$ cat src/rtl/regfile_write_arbiter.sv
// Write-port owner for the 32x32 register file: clears r1..r(NREG-1) after reset,
// then shares the port between ALU (A) and load (B) writeback with round-robin on conflict.
module regfile_write_arbiter #(
    parameter int NREG = 32,
    parameter int AW   = 5,
    parameter int DW   = 32
) (
    input  logic          clk,
    input  logic          reset,
    input  logic          a_req,
    input  logic [AW-1:0] a_addr,
    input  logic [DW-1:0] a_data,
    output logic          a_gnt,
    input  logic          b_req,
    input  logic [AW-1:0] b_addr,
    input  logic [DW-1:0] b_data,
    output logic          b_gnt,
    output logic          write_enable,
    output logic [AW-1:0] write_addr,
    output logic [DW-1:0] write_data,
    output logic          init_done
);

    typedef enum logic {INIT, RUN} state_t;
    typedef enum logic {PRI_A, PRI_B} pri_t;
    typedef struct packed {
        logic [AW-1:0] addr;
        logic [DW-1:0] data;
    } wr_t;

    // One extra counter bit so the terminal count NREG is representable.
    localparam logic [AW:0] LAST = (AW+1)'(NREG);

    state_t      state;
    pri_t        rr_ptr;
    logic [AW:0] init_cnt;
    logic        port_open;
    logic        xfer;
    wr_t         sel;

    always_comb begin
        port_open = !reset && (state == RUN);
        a_gnt     = port_open && a_req && (!b_req || rr_ptr == PRI_A);
        b_gnt     = port_open && b_req && (!a_req || rr_ptr == PRI_B);
        xfer      = a_gnt || b_gnt;
        sel       = a_gnt ? {a_addr, a_data} : {b_addr, b_data};
    end

    always_ff @(posedge clk) begin
        if (reset) begin
            state        <= INIT;
            init_cnt     <= (AW+1)'(1);
            rr_ptr       <= PRI_A;
            write_enable <= 1'b0;
            write_addr   <= '0;
            write_data   <= '0;
            init_done    <= 1'b0;
        end else if (state == INIT) begin
            if (init_cnt != LAST) begin
                write_enable <= 1'b1;
                write_addr   <= init_cnt[AW-1:0];
                write_data   <= '0;
                init_cnt     <= init_cnt + (AW+1)'(1);
            end else begin
                write_enable <= 1'b0;
                init_done    <= 1'b1;
                state        <= RUN;
            end
        end else begin
            if (xfer) begin
                // x0 requests are consumed but never strobed into the file.
                write_enable <= (sel.addr != '0);
                write_addr   <= sel.addr;
                write_data   <= sel.data;
                rr_ptr       <= a_gnt ? PRI_B : PRI_A;
            end else begin
                write_enable <= 1'b0;
            end
        end
    end

endmodule

$ cat config.mk
export PLATFORM = sky130hd
export DESIGN_NAME = regfile_write_arbiter
export DESIGN_NICKNAME = d
export VERILOG_FILES = /design/src/rtl/regfile_write_arbiter.sv
export SDC_FILE = /design/constraint.sdc
export NUM_CORES = 1
export LEC_CHECK = 0
export CAP_MARGIN = 20
export CORE_MARGIN = 1
export CORE_UTILIZATION = 42
export DETAILED_ROUTE_END_ITERATION = 10
export PLACE_DENSITY_LB_ADDON = 0.2
export SLEW_MARGIN = 5
export SYNTH_ARGS = -nofsm -noshare
export SYNTH_HDL_FRONTEND = slang
export SYNTH_SLANG_ARGS = --single-unit
$ cat constraint.sdc
create_clock -name clk -period 4.1 [get_ports clk]
set_clock_uncertainty 0.2 [all_clocks]
set_input_delay 0.41 -clock clk [delete_from_list [all_inputs] [get_ports clk]]
set_output_delay 0.41 -clock clk [all_outputs]
set_load 0.1 [all_outputs]
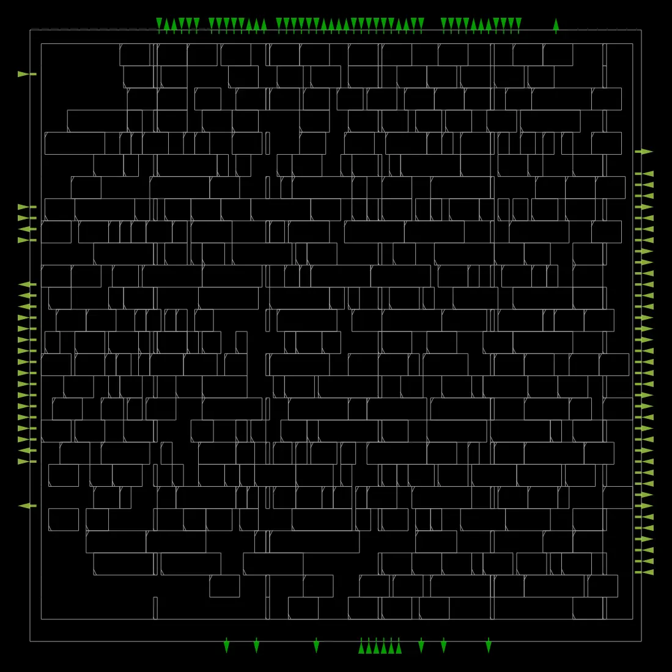
Fig. 1. Placement view.
Layout Utilization: 68.11%
Filler cells: 454
flip-flop and latch share of the layout cell area: 26.88%
Site Rows: 26
Flops: 47

==> results.toml <==
# generated from flow reports
[run_status]
outcome = "complete, no violations"

[timing]
timing.final.max_slew_violations = 0
setup_viol = 0
whs_ps = 283.2
hold_viol_final = 0
fmax_ghz = 0.3606
fin_setup_tns_ps = 0
rsz_0062_raised_after_global_routing = "no"
period_needed_ps = 2773

[cells_and_area]
post_route_cells_drive_above_1_share_pct = 11.34
stdcell_count = 414
final_area_um2 = 3501
insertedDiodeCount = 0
num-nets-final = 424
layout-area-overhead-vs-synth_pct = 55.88

[synthesis]
enable_flop_cells = 0
postSynthSeqShare_pct = 41.89
synth.cellmix.xorXnorShare_pct = 1.950
adder_share_pct = 1.114
yosys_cells = 236
yosys_warnings = 0
postSynth.asyncResetShare_pct = 0
mux_share_pct = 2.284
ys_sh_simple_pct = 21.39
post_synth_instance_area_um2 = 2246
ys.flops = 47

[worst_setup_path]
rrSetupSlack_ps = 1700
crit_type = "in2out"
worst-endpoint-required_ps = 3490
critical_path.reg2reg.startpoint = "state$_SDFF_PP0_"
worst-endpoint-arrival_ps = 2160
worst-path-max-fanout = 56
worst_reg2reg_path_depth = 5

[power_and_ir_drop]
netSwitchingPower_uw = 218.5
clkPwrFrac_pct = 34.9
power.total_uw = 942.0
switching_share_of_power_pct = 23.20
power.internal_uw = 723.5

[cts]
htree_num_levels = 2
post-cts-setup-buffer-count = 0
clock_latency_ps = 300
cts_buffers = 5
cts_root_buf = "sky130_fd_sc_hd__clkbuf_8"

[floorplanning]
coreArea_um2 = 5140
chipHeight_um = 75.13
die-width_um = 75.13

[place]
post-place-cells = 407
gp_congestion = 0.7822

[drt]
vias = 2232
ant_nets = 0

[min_path]
min_path_cells = 2
hold_startpoint = "init_done$_SDFFE_PP0P_"
hold_path_class = "reg2reg"

[job]
drv.max_cap_violation_count = 0

[global_routing]
vias_in_the_first_global_route = 1928
initial_antenna_violation_count = 0
global_route_wire_length_before_repair_um = 9163
grt_start_max_net_pins = 57
grt_util_met3_pct = 5.087
globalRoute.busiestLayer = "met2"
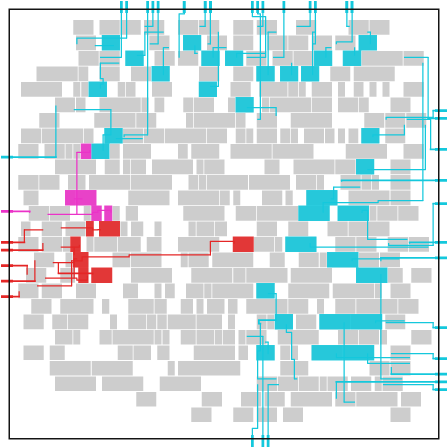
Fig. 2. I/O nets highlighted.
`a_req`: drawn in magenta, direction input, edge left, end cells 5, buffers 1, wire 30.1 um. `b_addr`: drawn in red, direction input, edge left, end cells 7, buffers 5, wire 106 um. `a_data`: drawn in cyan, direction input, edge 16 top, 12 right, 3 bottom, 1 left, end cells 32, buffers 32, wire 674 um.
IO Port Bufs: 118
Top Ports: 119

worst max-delay path by stage:
stage / depth (start not counted) / from / slack, ps / end
global placement: 5 / reset / 1350 / write_data[16]$_SDFFE_PP0P_
finish: 4 / reset / 1330 / a_gnt
floorplan: 5 / state$_SDFF_PP0_ / 1140 / b_gnt
detailed placement: 5 / reset / 1290 / write_data[30]$_SDFFE_PP0P_
CTS: 4 / reset / 1340 / a_gnt
global route: 4 / reset / 1240 / a_gnt
critical path: stages:
cell,delay [ps]
sky130_fd_sc_hd__buf_2,440
sky130_fd_sc_hd__nand2b_2,410
sky130_fd_sc_hd__nor2_4,500
sky130_fd_sc_hd__buf_4,400
kinds of logic (layout without fill, tap and decap cells):
group           after synthesis  count (layout)
mux                           5               5
fa+ha+maj                     2               2
flops                        47              47
simple gates                 92              92
compound gates               57              57
xor+xnor                      5               5
buf+inv                      28             136
placed cells by master, fill, tap and decap left out, types with 4 or more instances in the layout:
cell and n:
sky130_fd_sc_hd__clkdlybuf4s50_1 115, sky130_fd_sc_hd__nor3_1 22, sky130_fd_sc_hd__nor3_2 10, sky130_fd_sc_hd__a221oi_1 22, sky130_fd_sc_hd__inv_1 8, sky130_fd_sc_hd__mux2i_1 4
sky130_fd_sc_hd__a21oi_1 4, sky130_fd_sc_hd__nor2_1 46, sky130_fd_sc_hd__o22ai_1 4, sky130_fd_sc_hd__buf_4 5, sky130_fd_sc_hd__a221oi_2 10, sky130_fd_sc_hd__clkbuf_8 5
sky130_fd_sc_hd__dfxtp_1 47
per-layer routing:
layer | part of all wire, % | vias to the layer above
met2 | 48 | 80
met3 | 6.9 | 8
met4 | 1.3 | 0
li1 | - | 1098
met1 | 44 | 1046
met5 | 0 | -
cell usage after synthesis, drive strengths merged (2+ instances only):
cell,n,share of area [%]
a21oi,4,0.89
a221oi,32,15
a22oi,2,0.67
buf,14,4.7
clkbuf,6,1.0
dfxtp,47,42
ha,2,1.1
inv,8,1.3
mux2i,4,1.8
nand2b,2,0.67
nand3,2,0.45
nand3b,2,0.67
nor2,47,8.2
nor3,32,9.4
o21ai,3,0.67
o22ai,4,1.1
o311a,2,0.89
o41ai,2,1.1
or4,2,0.67
xnor2,2,0.78
xor2,3,1.2
final cells by class:
cell class                 count  area [um^2]  area share [%]
tap                           70        87.58           2.502
timing repair buffer         121         1194           34.10
sequential                    47        940.9           26.88
clock buffer                   6        72.57           2.073
multi-input combinational    161         1146           32.74
inverter                       8        30.03          0.8578
clock inverter                 1        30.03          0.8578
sequential cells by signal (all words and copies together) (netlist names):
signal	flops
init_cnt	6
init_done	1
rr_ptr	1
state	1
write_addr	5
write_data	32
write_enable	1
power groups by stage:
| stage | combinational (mW) | sequential [mW] | clock (mW) |
|---|---|---|---|
| after floorplan | 0.0297 | 0.502 | 0 |
| after global placement | 0.142 | 0.481 | 0 |
| after detailed placement | 0.142 | 0.481 | 0 |
| after CTS | 0.143 | 0.471 | 0.334 |
| after global routing | 0.150 | 0.472 | 0.352 |
| final | 0.142 | 0.471 | 0.329 |
No activity file was given, so power comes from the tool's default toggle rates.
